<file path="src/rtl/boot_loader.sv">
// Framed byte-stream program loader: parses SYNC/HDR/LEN/DATA/CSUM frames,
// writes payload into program memory and controls the CPU reset line.
module boot_loader #(
    parameter int ADDR_W   = 6,
    parameter int TIMEOUT  = 1024,
    parameter bit AUTO_RUN = 1'b0
) (
    input  logic              clk,
    input  logic              reset,
    input  logic [7:0]        rx_data,
    input  logic              rx_valid,
    output logic              rx_ready,
    output logic [ADDR_W-1:0] mem_addr,
    output logic [7:0]        mem_wdata,
    output logic              mem_we,
    output logic              cpu_reset,
    output logic              busy,
    output logic              done,
    output logic              err,
    output logic [1:0]        err_code
);

    localparam int             MAX_LEN = 1 << ADDR_W;
    localparam int             TW      = (TIMEOUT > 1) ? $clog2(TIMEOUT) : 1;
    localparam logic [TW-1:0]  TO_LAST = TW'((TIMEOUT > 0) ? TIMEOUT - 1 : 0);
    localparam logic [7:0]     SYNC    = 8'hA5;

    localparam logic [1:0] C_LOAD_RUN = 2'b01;
    localparam logic [1:0] C_RUN      = 2'b10;
    localparam logic [1:0] C_HALT     = 2'b11;

    localparam logic [1:0] E_CSUM = 2'b01;
    localparam logic [1:0] E_TOUT = 2'b10;
    localparam logic [1:0] E_LEN  = 2'b11;

    typedef enum logic [2:0] {S_IDLE, S_HDR, S_LEN, S_DATA, S_CSUM} state_t;

    state_t            state_q;
    logic [1:0]        cmd_q;
    logic [ADDR_W-1:0] addr_q;
    logic [ADDR_W:0]   cnt_q;
    logic [7:0]        sum_q;
    logic [TW-1:0]     to_q;
    logic              rdy_q;
    logic              we_q;
    logic [ADDR_W-1:0] maddr_q;
    logic [7:0]        wdata_q;
    logic              cpu_q;
    logic              done_q;
    logic              err_q;
    logic [1:0]        code_q;

    logic       accept;
    logic [7:0] sum_d;
    logic       len_bad;

    assign accept  = rx_valid && rdy_q;
    assign sum_d   = sum_q + rx_data;
    assign len_bad = (rx_data == 8'd0) || (int'(rx_data) > MAX_LEN);

    always_ff @(posedge clk or posedge reset) begin
        if (reset) begin
            state_q <= S_IDLE;
            cmd_q   <= '0;
            addr_q  <= '0;
            cnt_q   <= '0;
            sum_q   <= '0;
            to_q    <= '0;
            rdy_q   <= 1'b0;
            we_q    <= 1'b0;
            maddr_q <= '0;
            wdata_q <= '0;
            cpu_q   <= ~AUTO_RUN;
            done_q  <= 1'b0;
            err_q   <= 1'b0;
            code_q  <= '0;
        end else begin
            rdy_q  <= 1'b1;
            we_q   <= 1'b0;
            done_q <= 1'b0;
            if (accept) begin
                to_q <= '0;
                case (state_q)
                    S_IDLE: begin
                        if (rx_data == SYNC) begin
                            err_q   <= 1'b0;
                            code_q  <= '0;
                            state_q <= S_HDR;
                        end
                    end
                    S_HDR: begin
                        cmd_q  <= rx_data[7:6];
                        addr_q <= rx_data[ADDR_W-1:0];
                        sum_q  <= rx_data;
                        case (rx_data[7:6])
                            C_RUN: begin
                                cpu_q   <= 1'b0;
                                done_q  <= 1'b1;
                                state_q <= S_IDLE;
                            end
                            C_HALT: begin
                                cpu_q   <= 1'b1;
                                done_q  <= 1'b1;
                                state_q <= S_IDLE;
                            end
                            default: begin
                                // Grab the memory port before any payload arrives.
                                cpu_q   <= 1'b1;
                                state_q <= S_LEN;
                            end
                        endcase
                    end
                    S_LEN: begin
                        if (len_bad) begin
                            err_q   <= 1'b1;
                            code_q  <= E_LEN;
                            state_q <= S_IDLE;
                        end else begin
                            cnt_q   <= (ADDR_W+1)'(rx_data);
                            sum_q   <= sum_d;
                            state_q <= S_DATA;
                        end
                    end
                    S_DATA: begin
                        we_q    <= 1'b1;
                        maddr_q <= addr_q;
                        wdata_q <= rx_data;
                        addr_q  <= addr_q + 1'b1;
                        sum_q   <= sum_d;
                        cnt_q   <= cnt_q - 1'b1;
                        if (cnt_q == (ADDR_W+1)'(1))
                            state_q <= S_CSUM;
                    end
                    S_CSUM: begin
                        // Release lands one cycle after the last write strobe at the earliest.
                        if (sum_d == 8'd0) begin
                            done_q <= 1'b1;
                            if (cmd_q == C_LOAD_RUN)
                                cpu_q <= 1'b0;
                        end else begin
                            err_q  <= 1'b1;
                            code_q <= E_CSUM;
                        end
                        state_q <= S_IDLE;
                    end
                    default: state_q <= S_IDLE;
                endcase
            end else if (state_q != S_IDLE) begin
                if (TIMEOUT > 0 && to_q == TO_LAST) begin
                    err_q   <= 1'b1;
                    code_q  <= E_TOUT;
                    to_q    <= '0;
                    state_q <= S_IDLE;
                end else begin
                    to_q <= to_q + 1'b1;
                end
            end else begin
                to_q <= '0;
            end
        end
    end

    assign rx_ready  = rdy_q;
    assign mem_addr  = maddr_q;
    assign mem_wdata = wdata_q;
    assign mem_we    = we_q;
    assign cpu_reset = cpu_q;
    assign busy      = (state_q != S_IDLE);
    assign done      = done_q;
    assign err       = err_q;
    assign err_code  = code_q;

endmodule

</file>
<file path="config.mk">
export PLATFORM = sky130hd
export DESIGN_NAME = boot_loader
export DESIGN_NICKNAME = d
export VERILOG_FILES = /design/src/rtl/boot_loader.sv
export SDC_FILE = /design/constraint.sdc
export NUM_CORES = 1
export LEC_CHECK = 0
export CAP_MARGIN = 30
export CORE_UTILIZATION = 35
export CTS_CLUSTER_SIZE = 8
export DETAILED_ROUTE_END_ITERATION = 8
export PLACE_DENSITY = 0.64
export SETUP_SLACK_MARGIN = 0.02
export SLEW_MARGIN = 20
export SYNTH_ARGS = -nofsm -noshare
export SYNTH_HDL_FRONTEND = slang
export SYNTH_SLANG_ARGS = --single-unit
export TNS_END_PERCENT = 1
</file>
<file path="constraint.sdc">
create_clock -name clk -period 2.9 [get_ports clk]
set_clock_uncertainty 0.2 [all_clocks]
set_input_delay 0.58 -clock clk [delete_from_list [all_inputs] [get_ports clk]]
set_output_delay 0.58 -clock clk [all_outputs]
set_load 0.05 [all_outputs]
</file>
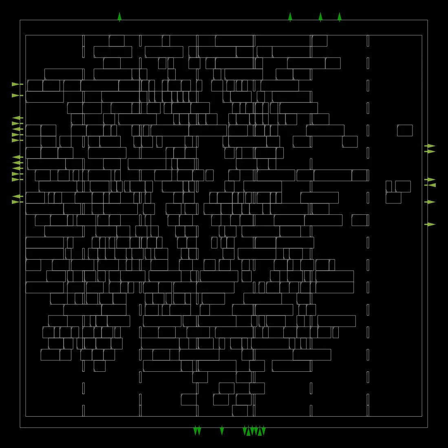
Run 1: placed standard cells
seq_cells: 57
final core occ: 46.6%
Seq/total area: 34.5%
non-filler cells, final: 508

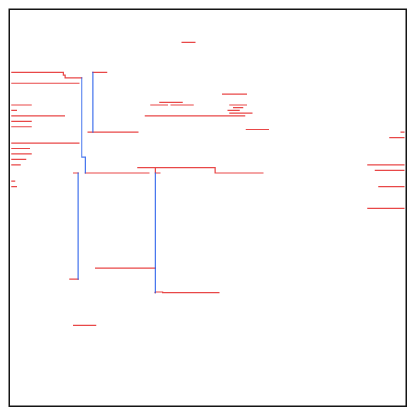
Run 1: signal wires by layer
Scale: 4 px per um. Only two layers are drawn.
legend:
  met4:
    color: blue
    wire_length: 96.1 um
  met3:
    color: red
    wire_length: 310 um
DR WL/cell: 15.0 um
via count: 2708
gr usage total: 16.9%
Routed WL: 7630 um

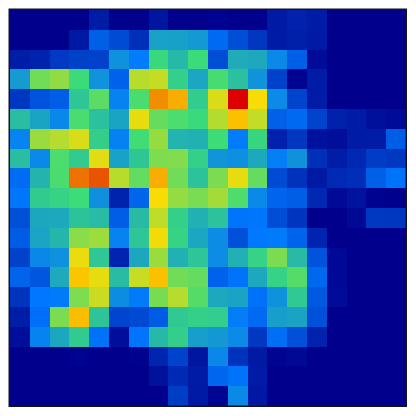
Run 1: signal metal coverage by tile
Scale: 4 px per um. The die is cut into 20 by 20 equal tiles; dark blue is low, red is high, scaled to the fullest tile. Values are wire area over tile area, all layers added.
mean over tiles: 0.12
tiles over half the peak: 16%
fullest tile: 0.50
emptiest ninth of the die: upper right
densest ninth of the die: center
nearly empty tiles: 27%

==> reports/results.ini, run 1 <==
[status]
outcome=complete, no violations

[drt]
routed-wl-met2_um=3710
wl_met1_um=3510
detail_route.vias_per_cell=5.33
drc=0
drt_pass1_iterations=4
top_layer_used=met4
drtIter0Drc=129

[setup_path]
startpoint=rx_data[6]
path_cells=clkdlybuf4s50_1 -> ha_1 -> inv_1 -> a311o_1 -> a311oi_1 -> and2_4 -> a31oi_4 -> mux2_4
endpoint_kind=flop
rr_worst_depth=9
cp_num_cells=8
critPathArrivalTime_ns=2.80
critPathLaunchType=input port
crit_fanout=5
cpPeakStageDelay_ns=0.44
crit_type=input port to flop
r2r_start=sum_q[0]$_DFFE_PP0P_
r2r_setup_slack_ns=0.40

[worst_hold_path]
hold_start=mem_wdata[1]$_DFFE_PP0P_
min_path_type=flop to flop
worstHoldPathCells=2

[synth]
ys_sh_simple_pct=18.6
yosys_area_um2=3290
synth_cell_types=60
xor_share_pct=3.47
edf_count=0
synthAoiAreaFrac_pct=14.7
yosys_warnings=0
synth_top_area_share_pct=42.7
syn_area_um2=3290
flop_cell=dfrtp_1
synth.cells.most_frequent=56 x dfrtp_1, 33 x nand2_1, 32 x nor2_1
muxShareOfSynthArea_pct=9.86
ys_sh_adder_pct=4.80

[placement]
place_area_um2=3900
dp_hpwl_um=5590
io_buffers=32
place.gp.congestion=0.854

[job]
warnings=27
max_cap_viol_count=0

[power_and_ir_drop]
totalPowerFinal_mw=3.09
peakVddDrop_v=0.000349
leakage_nw=1.89

[clock_tree]
worstSkewPairLatency_ns=0.34
hold_buffers=0
cts_made_buffers=9
cts.sinks=57
clockRootBuffer=clkbuf_8

[die]
core_area_um2=8890
die_w_um=98.9
ios=33
initCoreUtil_pct=37.0

[grt]
antenna_found_initial=0
grt_pass1_wl_um=12900
grt_start_max_net_pins=25
overflow=0
grt_util_met1_pct=21.8

[final_timing]
timing.hold.ws_ns=0.297
fmax_ghz=0.359
hold_viol_final=0
setup_viol=0
slew_viol_final=0
max_slew.worst_pin.slew_ns=0.555
tns_ns=0
maxSlewHeadroom_pct=62.9
period_needed_ns=2.78

[layout]
area_growth_pct=26.0
nets=419

==> run 1: layout by cell type, fill, tap and decap left out, drive strengths merged, types with 3 or more instances in the layout <==
cell type / Yosys / routed
nor2: 33 / 33
buf: 5 / 37
o31ai: 4 / 4
and3: 4 / 4
ha: 11 / 11
clkinv: 0 / 3
and4: 3 / 3
nand2: 34 / 34
xnor2: 5 / 5
nand3: 7 / 7
o21a: 3 / 3
clkdlybuf4s50: 0 / 30
nor3: 9 / 9
dfrtp: 56 / 56
xor2: 8 / 8
clkbuf: 7 / 12
o21ai: 26 / 26
nor2b: 5 / 5
a21oi: 16 / 16
or3: 4 / 4
inv: 12 / 12
nand2b: 4 / 4
and2: 4 / 4
mux2: 26 / 26
a31oi: 3 / 3
nor3b: 4 / 4
a41oi: 3 / 3
==> run 1: what timing repair did <==
item,in CTS,in global routing
buffers inserted,2,0
pin swaps,3,4
hold endpoints to repair,0,0
endpoints found under the setup margin,3,11
resized,4,8
==> run 1: layout make-up <==
type	count	area (um^2)
multi-input cells	247	1740
well taps	108	135
clock buffers	12	165
flip-flops and latches	57	1430
inverters	12	45.0
clock inverters	3	15.0
repair buffers	69	616
fillers	807	4750
==> run 1: report_power, final <==
group | total [mW] | leakage, nW | internal [mW] | switching, mW
sequential | 1.11 | 0.765 | 0.957 | 0.151
combinational | 1.31 | 1.02 | 0.603 | 0.705
clock | 0.675 | 0.0980 | 0.370 | 0.305
==> run 1: state kept, by name (all words and copies together) (netlist names) <==
register	flops
addr_q	6
cmd_q	2
cnt_q	7
cpu_reset	1
done	1
err	1
err_code	2
mem_addr	6
mem_wdata	8
mem_we	1
rx_ready	1
state_q	3
sum_q	8
to_q	10
Run 1, where the registers sit:
Scale: 6 px per um.
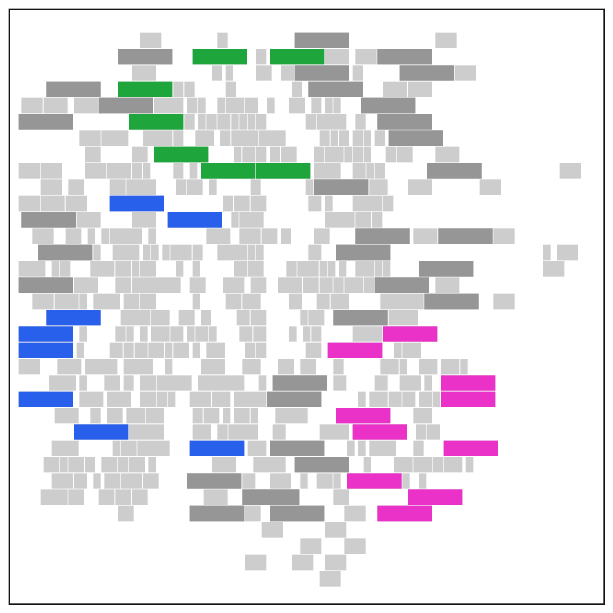

==> inputs of run 2 (changes only) <==
- clock period: 2.9 -> 3.53 ns (I/O delays scaled with it)
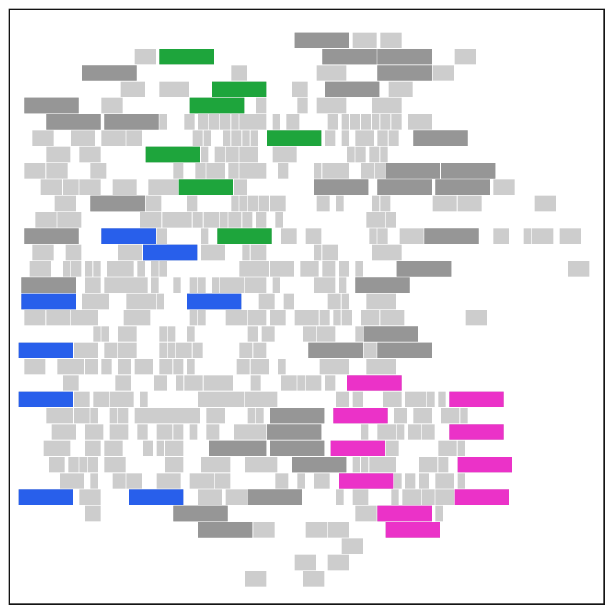
Run 2: where the registers sit
Scale: 6 px per um.
legend:
  to_q:
    color: magenta
    sequential_cells: 10
  cnt_q:
    color: green
    sequential_cells: 7
  sum_q:
    color: blue
    sequential_cells: 8
not colored: 32

==> reports/results.ini, run 2 <==
[setup_path]
crit_fanout=3  ; was 5
critPathArrivalTime_ns=3.15  ; was 2.80 ns
cp_num_buf_inv=2  ; unchanged
crit_type=input port to flop  ; unchanged
endpoint_kind=flop  ; unchanged
critPathLaunchType=input port  ; unchanged
path_cells=clkdlybuf4s50_1 -> ha_1 -> inv_1 -> fa_1 -> nor2b_1 -> o22ai_1 -> xnor2_1 -> nor3_1 -> a31oi_4 -> mux2_4  ; was clkdlybuf4s50_1 -> ha_1 -> inv_1 -> a311o_1 -> a311oi_1 -> and2_4 -> a31oi_4 -> mux2_4

[clock_tree]
post_cts_buffers=0  ; was 2
cts_made_buffers=9  ; unchanged
clockRootBuffer=clkbuf_8  ; unchanged
ctsResizeCount=0  ; was 4
worstSkewPairLatency_ns=0.34  ; about the same
hold_buffers=0  ; unchanged
cts.sinks=57  ; unchanged

[layout]
flops=57  ; unchanged
largestClassByArea=combinational gates  ; unchanged
buf_share_pct=10.8  ; was 14.9%
seqAreaFraction_pct=36.1  ; was 34.5%
inverters=12  ; unchanged
final-clk-cell-share_pct=5.73  ; was 4.35%
nets=396  ; was 419
area_growth_pct=20.3  ; was 26.0%
nFillCells=850  ; was 807
comb_share_pct=42.8  ; was 41.9%
logic_area_um2=1690  ; was 1740 um^2
seqCellArea_um2=1430  ; unchanged
layout_top_cell=dfrtp_1  ; unchanged
logic_gate_count=247  ; unchanged
clock_buffers=15  ; was 12
buffers=46  ; was 69
fin_util_pct=44.5  ; was 46.6%
largest_reg_flops=10  ; unchanged
design_area_um2=3950  ; was 4140 um^2
layout_top_cells=56 x dfrtp_1, 33 x nand2_1, 32 x nor2_1, 32 x clkdlybuf4s50_1, 26 x o21ai_0  ; was 56 x dfrtp_1, 36 x buf_4, 33 x nand2_1, 32 x nor2_1, 30 x clkdlybuf4s50_1
largest-register=to_q  ; unchanged

[power_and_ir_drop]
peakVddDrop_v=0.000321  ; was 0.000349 V

[grt]
antenna_found_initial=0  ; unchanged
grt_busiest_layer=met2  ; unchanged
grt_util_met1_pct=21.9  ; was 21.8%
track_usage_pct=16.3  ; was 16.9%
overflow=0  ; unchanged
grt_pass1_wl_um=12400  ; was 12900 um
grt_start_max_net_pins=58  ; was 25

[placement]
io_buffers=32  ; unchanged
place.gp.congestion=0.867  ; was 0.854
place_area_um2=3730  ; was 3900 um^2
dp_hpwl_um=5260  ; was 5590 um

[synth]
synth_cell_types=60  ; unchanged
xor_share_pct=3.47  ; unchanged
edf_count=0  ; unchanged
syn-num-nets=352  ; unchanged
flop_cell=dfrtp_1  ; unchanged
yosys_area_um2=3290  ; unchanged
muxShareOfSynthArea_pct=9.86  ; unchanged
synthAoiAreaFrac_pct=14.7  ; unchanged
synth.cells.most_frequent=56 x dfrtp_1, 33 x nand2_1, 32 x nor2_1  ; unchanged
synth_top_area_share_pct=42.7  ; unchanged
yosys_warnings=0  ; unchanged
syn_area_um2=3290  ; unchanged
ys_sh_adder_pct=4.80  ; unchanged
ys_sh_simple_pct=18.6  ; unchanged

[die]
core_area_um2=8890  ; unchanged
num_rows=34  ; unchanged
die_w_um=98.9  ; unchanged
ios=33  ; unchanged
initCoreUtil_pct=37.0  ; unchanged

[final_timing]
maxSlewHeadroom_pct=52.2  ; was 62.9%
tns_ns=0  ; unchanged
fmax_ghz=0.320
max_slew.worst_pin.slew_ns=0.717  ; was 0.555 ns
setup_viol=0  ; unchanged
timing.hold.ws_ns=0.299  ; was 0.297 ns
slew_viol_final=0  ; unchanged
hold_viol_final=0  ; unchanged
period_needed_ns=3.13

[drt]
drtIter0Drc=101  ; was 129
drt_pass1_iterations=4  ; unchanged
detail_route.vias_per_cell=5.25  ; was 5.33
wl_per_cell_um=15.1  ; was 15.0 um
drc=0  ; unchanged
vias=2550  ; was 2708

[worst_hold_path]
min_path_type=flop to flop  ; unchanged

[job]
max_cap_viol_count=0  ; unchanged
warnings=27  ; unchanged

[status]
outcome=complete, no violations  ; unchanged

[run 2: kinds of logic (layout without fill, tap and decap cells)]
family / Yosys count / count (layout)
other cells: 1 / 1
flops: 57 / 57
compound gates: 74 / 74
fa+ha+maj: 12 / 12
buf+inv: 25 / 74
xor+xnor: 13 / 13
mux: 28 / 28
simple gates: 119 / 119
[run 2: final timing paths]
check / end / depth (start not counted) / start / slack [ns]
worst max-delay path: err_code[1]$_DFFE_PP0P_ / 10 / rx_data[0] / 0.40
worst min-delay path: mem_wdata[1]$_DFFE_PP0P_ / 2 / mem_wdata[1]$_DFFE_PP0P_ / 0.30
worst max register to register: err_code[1]$_DFFE_PP0P_ / 9 / sum_q[0]$_DFFE_PP0P_ / 0.93
worst min register to register: mem_wdata[1]$_DFFE_PP0P_ / 2 / mem_wdata[1]$_DFFE_PP0P_ / 0.30
max in group asynchronous: mem_wdata[0]$_DFFE_PP0P_ / 3 / reset / 1.96
min in group asynchronous: mem_addr[5]$_DFFE_PP0P_ / 3 / reset / 0.70
[run 2: metrics by stage]
| stage | std cells | power [mW] |
|---|---|---|
| finish | 486 | 2.50 |
| detailed placement | 470 | 1.82 |
| global placement | 470 | 1.81 |
| global route | 486 | 2.66 |
| floorplan | 329 | 1.61 |
| CTS | 486 | 2.51 |
[run 2: routing by layer]
| metal | vias to the layer above | share of wire [%] |
|---|---|---|
| met1 | 1229 | 47 |
| met3 | 10 | 4.5 |
| met2 | 54 | 47 |
| met4 | 0 | 1.3 |
| li1 | 1257 | - |
| met5 | - | 0 |
[run 2: power breakdown]
group | leakage [nW] | total (mW) | internal (mW) | switching [mW]
Sequential | 0.765 | 0.908 | 0.786 | 0.122
Clock | 0.116 | 0.678 | 0.423 | 0.255
Combinational | 0.878 | 0.911 | 0.376 | 0.535
Total | 1.76 | 2.50 | 1.58 | 0.912
Power is estimated from default activity; no workload was simulated.
